--- src/rtl/pipe_hazard_ctrl.sv ---
// Control-side sequencer for the 5-stage RISC-V pipeline: stages decode controls
// through ID/EX, EX/MEM, MEM/WB and resolves load-use stalls, redirects and forwarding.
module pipe_hazard_ctrl #(
  parameter int unsigned CNT_WIDTH = 16
) (
  input  logic                 clk,
  input  logic                 reset,
  input  logic [6:0]           id_opcode,
  input  logic [2:0]           id_func3,
  input  logic [4:0]           id_rs1,
  input  logic [4:0]           id_rs2,
  input  logic [4:0]           id_rd,
  input  logic                 id_reg_write,
  input  logic                 id_mem_write,
  input  logic                 id_alu_src,
  input  logic                 id_branch,
  input  logic                 id_jump,
  input  logic [2:0]           id_mem_to_reg,
  input  logic [3:0]           id_alu_ctrl,
  input  logic                 ex_zero,
  input  logic                 ex_less,
  output logic                 pc_write_en,
  output logic                 if_id_write_en,
  output logic                 if_id_flush,
  output logic                 pc_sel,
  output logic                 ex_alu_src,
  output logic [3:0]           ex_alu_ctrl,
  output logic                 mem_mem_write,
  output logic [2:0]           mem_load_type,
  output logic                 wb_reg_write,
  output logic [2:0]           wb_mem_to_reg,
  output logic [4:0]           wb_rd,
  output logic [1:0]           fwd_a,
  output logic [1:0]           fwd_b,
  output logic [CNT_WIDTH-1:0] stall_cnt,
  output logic [CNT_WIDTH-1:0] flush_cnt
);

  localparam logic [6:0] OP_R     = 7'b0110011;
  localparam logic [6:0] OP_S     = 7'b0100011;
  localparam logic [6:0] OP_B     = 7'b1100011;
  localparam logic [6:0] OP_LUI   = 7'b0110111;
  localparam logic [6:0] OP_AUIPC = 7'b0010111;
  localparam logic [6:0] OP_JAL   = 7'b1101111;
  localparam logic [2:0] WB_LOAD  = 3'b011;

  // ID/EX
  logic       ex_reg_write, ex_mem_write, ex_branch, ex_jump;
  logic [2:0] ex_mem_to_reg, ex_func3;
  logic [4:0] ex_rd, ex_rs1, ex_rs2;
  // EX/MEM
  logic       mem_reg_write;
  logic [2:0] mem_mem_to_reg;
  logic [4:0] mem_rd;

  logic rs1_used, rs2_used, load_use, br_cond, take, stall, bubble;

  function automatic logic [1:0] fwd_sel(input logic [4:0] rs,
                                         input logic m_we, input logic [4:0] m_rd,
                                         input logic w_we, input logic [4:0] w_rd);
    if (m_we && m_rd != '0 && m_rd == rs)      return 2'b01;
    else if (w_we && w_rd != '0 && w_rd == rs) return 2'b10;
    else                                        return 2'b00;
  endfunction

  always_comb begin
    rs1_used = !(id_opcode == OP_LUI || id_opcode == OP_AUIPC || id_opcode == OP_JAL);
    rs2_used = (id_opcode == OP_R || id_opcode == OP_S || id_opcode == OP_B);
    load_use = (ex_mem_to_reg == WB_LOAD) && (ex_rd != '0) &&
               ((rs1_used && ex_rd == id_rs1) || (rs2_used && ex_rd == id_rs2));
    case (ex_func3)
      3'b000:         br_cond = ex_zero;
      3'b001:         br_cond = !ex_zero;
      3'b100, 3'b110: br_cond = ex_less;
      3'b101, 3'b111: br_cond = !ex_less;
      default:        br_cond = 1'b0;
    endcase
    take   = ex_jump | (ex_branch & br_cond);
    // A redirect squashes the instruction that would have stalled.
    stall  = load_use & ~take;
    bubble = load_use | take;
    pc_write_en    = ~stall;
    if_id_write_en = ~stall;
    if_id_flush    = take;
    pc_sel         = take;
    fwd_a = fwd_sel(ex_rs1, mem_reg_write, mem_rd, wb_reg_write, wb_rd);
    fwd_b = fwd_sel(ex_rs2, mem_reg_write, mem_rd, wb_reg_write, wb_rd);
  end

  always_ff @(posedge clk or negedge reset) begin
    if (!reset) begin
      ex_reg_write   <= 1'b0;
      ex_mem_write   <= 1'b0;
      ex_alu_src     <= 1'b0;
      ex_branch      <= 1'b0;
      ex_jump        <= 1'b0;
      ex_mem_to_reg  <= '0;
      ex_alu_ctrl    <= '0;
      ex_func3       <= '0;
      ex_rd          <= '0;
      ex_rs1         <= '0;
      ex_rs2         <= '0;
      mem_reg_write  <= 1'b0;
      mem_mem_write  <= 1'b0;
      mem_mem_to_reg <= '0;
      mem_load_type  <= '0;
      mem_rd         <= '0;
      wb_reg_write   <= 1'b0;
      wb_mem_to_reg  <= '0;
      wb_rd          <= '0;
      stall_cnt      <= '0;
      flush_cnt      <= '0;
    end else begin
      // Bubbles clear the whole word so a squashed slot never forwards or hazards.
      if (bubble) begin
        ex_reg_write  <= 1'b0;
        ex_mem_write  <= 1'b0;
        ex_alu_src    <= 1'b0;
        ex_branch     <= 1'b0;
        ex_jump       <= 1'b0;
        ex_mem_to_reg <= '0;
        ex_alu_ctrl   <= '0;
        ex_func3      <= '0;
        ex_rd         <= '0;
        ex_rs1        <= '0;
        ex_rs2        <= '0;
      end else begin
        ex_reg_write  <= id_reg_write;
        ex_mem_write  <= id_mem_write;
        ex_alu_src    <= id_alu_src;
        ex_branch     <= id_branch;
        ex_jump       <= id_jump;
        ex_mem_to_reg <= id_mem_to_reg;
        ex_alu_ctrl   <= id_alu_ctrl;
        ex_func3      <= id_func3;
        ex_rd         <= id_rd;
        ex_rs1        <= id_rs1;
        ex_rs2        <= id_rs2;
      end
      mem_reg_write  <= ex_reg_write;
      mem_mem_write  <= ex_mem_write;
      mem_mem_to_reg <= ex_mem_to_reg;
      mem_load_type  <= ex_func3;
      mem_rd         <= ex_rd;
      wb_reg_write   <= mem_reg_write;
      wb_mem_to_reg  <= mem_mem_to_reg;
      wb_rd          <= mem_rd;
      if (stall && stall_cnt != '1) stall_cnt <= stall_cnt + CNT_WIDTH'(1);
      if (take && flush_cnt != '1)  flush_cnt <= flush_cnt + CNT_WIDTH'(1);
    end
  end

endmodule

--- config.mk ---
export PLATFORM = sky130hd
export DESIGN_NAME = pipe_hazard_ctrl
export DESIGN_NICKNAME = d
export VERILOG_FILES = /design/src/rtl/pipe_hazard_ctrl.sv
export SDC_FILE = /design/constraint.sdc
export NUM_CORES = 1
export LEC_CHECK = 0
export ABC_AREA = 1
export CAP_MARGIN = 20
export CORE_ASPECT_RATIO = 1.4
export CORE_MARGIN = 5
export CORE_UTILIZATION = 30
export DETAILED_ROUTE_END_ITERATION = 10
export PLACE_DENSITY = 0.54
export SETUP_SLACK_MARGIN = 0.05
export SYNTH_ARGS = -nofsm -noshare
export SYNTH_HDL_FRONTEND = slang
export SYNTH_SLANG_ARGS = --single-unit
--- constraint.sdc ---
create_clock -name clk -period 1.8 [get_ports clk]
set_input_delay 0.27 -clock clk [delete_from_list [all_inputs] [get_ports clk]]
set_output_delay 0.27 -clock clk [all_outputs]
set_load 0.1 [all_outputs]
==> results.yml, run 1 <==
# yosys + openroad results
status:
  status: "finished with violations"
  violations: "setup timing"
clock_network:
  cts_root_buf: "clkbuf_16"
  htreeDepth: 3
logic_synthesis:
  synth-simple-area-share: 0.2659
  floorplan.nets: 513
  ys_async_sr_fraction: 1.000
  top_cells_by_count: "nand2_1, dfrtp_1, nor2_1, inv_1, xor2_1"
  yosys.area.top_type: "dfrtp_1"
  fa_ha_area_frac: 0.006072
  ys_sh_mux: 0
  syn_inst: 470
cells_and_area:
  fin_util: 0.5216
  stdcell_count: 821
  flop-count: 84
  fillers: 1224
worst_setup_path:
  cp-startpoint: "wb_rd[3]"
  crit_family: "simple AND/OR/NAND/NOR gates"
  crit_path_cell_trace: "xor2_1, nor4_2, nand3_1, nor2_4, buf_12"
  worstPathArrival_ns: 1.75
  cp.required_ns: 1.53
power:
  comb_power_share: 0.443
drt:
  wl_met2_microns: 6414
  wl_met3_microns: 398
die:
  chip_area_sq_mm: 0.01622
  core_region_area_sq_mm: 0.01345
worst_hold_path:
  whs_path_depth: 3
sta:
  setup_slack_ns: -0.2246
  finalSetupViolCount: 24
  fin_worst_skew_ns: 0.004899
  hold_violations: 0
  fin_tns_setup_ns: -1.745
flow_run:
  log.warning_count: 29
global_routing:
  grtUsageTotal: 0.1462
Figure 1. Signal wires on met1 (run 1).
Scale bar: 20 microns. Supply wires on this layer in grey.
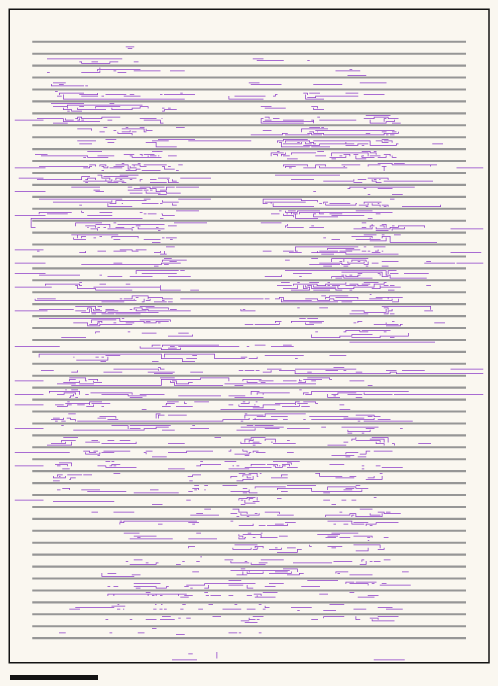
wire length on this layer = 4360 microns
nets with wire on the layer = 606
met1 Use GR: 0.1652
detailed-route via count: 3615
Routed WL: 11350 microns

Figure 2. M2 wires (run 1).
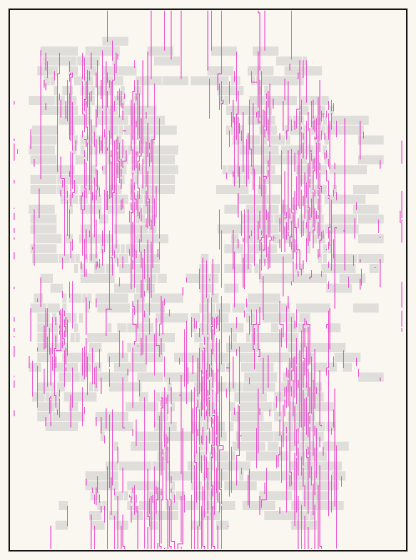
nets with wire on the layer = 575
wire length on this layer = 6410 microns
longest straight run = 44.2 microns
main direction = vertical
share of all routed wire = 57%
GR Util met2: 0.2672

Figure 3. Metal 3 (run 1).
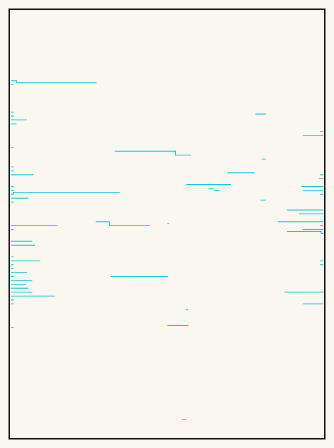
nets with wire on the layer = 57
main direction = horizontal
share of all routed wire = 3.5%
wire length on this layer = 398 microns
longest straight run = 36.8 microns
met3 Track Usage GR: 0.03300

## Run 2: what changed since run 1
Settings changed: GPL_TIMING_DRIVEN set to 1, HOLD_SLACK_MARGIN set to 0.08.
Figure 4. Placement by cell class (run 2).
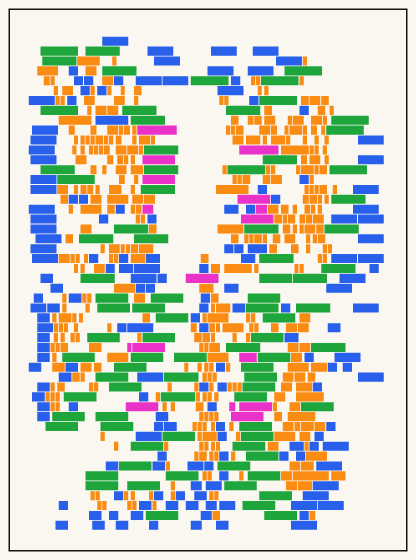
combinational and other logic -> orange  # cells 375
flops -> green  # cells 84
clock drivers and dummy loads -> magenta  # cells 16
other buffers and delay cells -> blue  # cells 164
Placeable Area: 0.01345 sq mm
fraction of area in registers: 0.3101
fin util: 0.5216

Figure 5. Metal 3 (run 2).
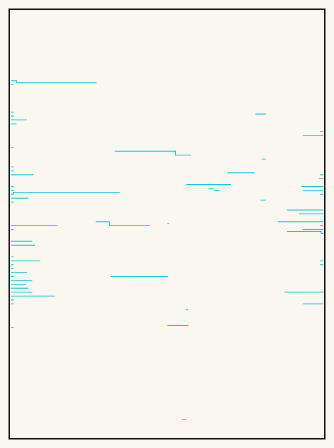

==> results.yml, run 2 <==
# yosys + openroad results
status:
  status: "finished with violations"
  violations: "setup timing"
sta:
  fin_worst_skew_ns: 0.004899
  finalSetupViolCount: 24
  fin_tns_setup_ns: -1.745
  hold_violations: 0
  setup_slack_ns: -0.2246
logic_synthesis:
  syn_inst: 470
  yosys.area.top_type: "dfrtp_1"
  synth-simple-area-share: 0.2659
  ys_sh_mux: 0
  top_cells_by_count: "nand2_1, dfrtp_1, nor2_1, inv_1, xor2_1"
  ys_async_sr_fraction: 1.000
  fa_ha_area_frac: 0.006072
worst_setup_path:
  crit_path_cell_trace: "xor2_1, nor4_2, nand3_1, nor2_4, buf_12"
  worstPathArrival_ns: 1.75
  cp.required_ns: 1.53
  crit_family: "simple AND/OR/NAND/NOR gates"
global_routing:
  grtUsageTotal: 0.1462
  gr-usage-met2: 0.2672
  gr-usage-met3: 0.03300
drt:
  wl_met2_microns: 6414
  totalWireLength_microns: 11350
  wl_met3_microns: 398
  num_vias: 3615
flow_run:
  log.warning_count: 29
cells_and_area:
  fillers: 1224
  flop-count: 84
power:
  pwr_density_cell_mw_per_mm2: 1143
  comb_power_share: 0.443
worst_hold_path:
  whs_path_depth: 3
die:
  chip_area_sq_mm: 0.01622
## Run 3: what changed since run 2
Settings changed: CAP_MARGIN 20 to not set.
Figure 6. Signal wires on met1 (run 3).
Scale bar: 20 microns. Supply wires on this layer in grey.
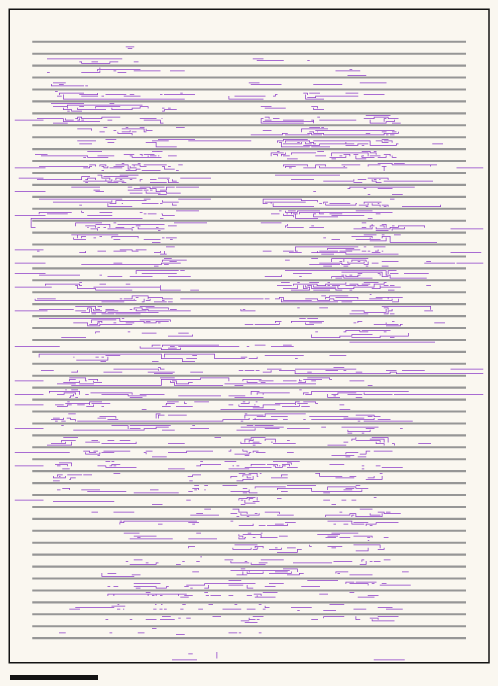
wire length on this layer = 4360 microns
share of all routed wire = 38%

==> results.yml, run 3 <==
# yosys + openroad results
cells_and_area:
  fin_util: 0.5216
  fillers: 1224
  flop-count: 84
  layout_top_cells: "nand2_1, buf_4, nor2_1, inv_1, buf_12"
  seq_area_frac: 0.3101
  stdcell_count: 821
  antenna_cells: 0
global_routing:
  overflow: 0
  gr-usage-met2: 0.2672
  grtUsageTotal: 0.1462
  gr-usage-met3: 0.03300
  use_met1: 0.1652
logic_synthesis:
  fa_ha_area_frac: 0.006072
  ys_async_sr_fraction: 1.000
  floorplan.nets: 513
  syn_inst: 470
  top_cells_by_count: "nand2_1, dfrtp_1, nor2_1, inv_1, xor2_1"
  synth-simple-area-share: 0.2659
  yosys.area.top_type: "dfrtp_1"
die:
  dieWidth_microns: 109.1
  core_region_area_sq_mm: 0.01345
  chip_area_sq_mm: 0.01622
drt:
  num_vias: 3615
  wl_met2_microns: 6414
  wl_met3_microns: 398
  drc: 0
  totalWireLength_microns: 11350
worst_setup_path:
  cp-startpoint: "wb_rd[3]"
  crit_family: "simple AND/OR/NAND/NOR gates"
  crit_path_cell_trace: "xor2_1, nor4_2, nand3_1, nor2_4, buf_12"
  worstPathArrival_ns: 1.75
  cp.required_ns: 1.53
sta:
  setup_slack_ns: -0.2246
  hold_violations: 0
  finalSetupViolCount: 24
  fin_worst_skew_ns: 0.004899
  fin_tns_setup_ns: -1.745
power:
  comb_power_share: 0.443
  pwr_density_cell_mw_per_mm2: 1143
clock_network:
  htreeDepth: 3
  cts_root_buf: "clkbuf_16"
flow_run:
  log.warning_count: 29
worst_hold_path:
  whs_path_depth: 3
  whs_endpoint: "ex_rs1[1]"
status:
  violations: "setup timing"
  status: "finished with violations"
Figure 7. Placement by cell class (run 3).
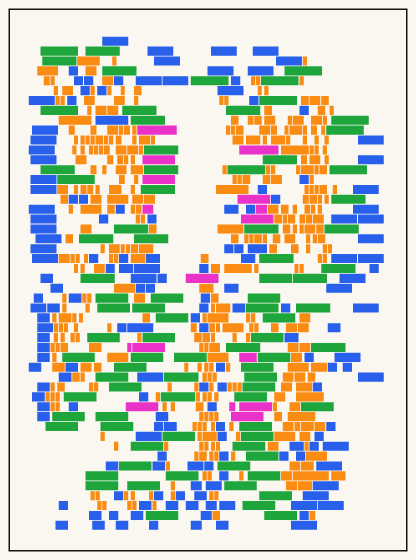
FP Rows: 50
design area: 0.007015 sq mm

No activity file was given, so power comes from the tool's default toggle rates.
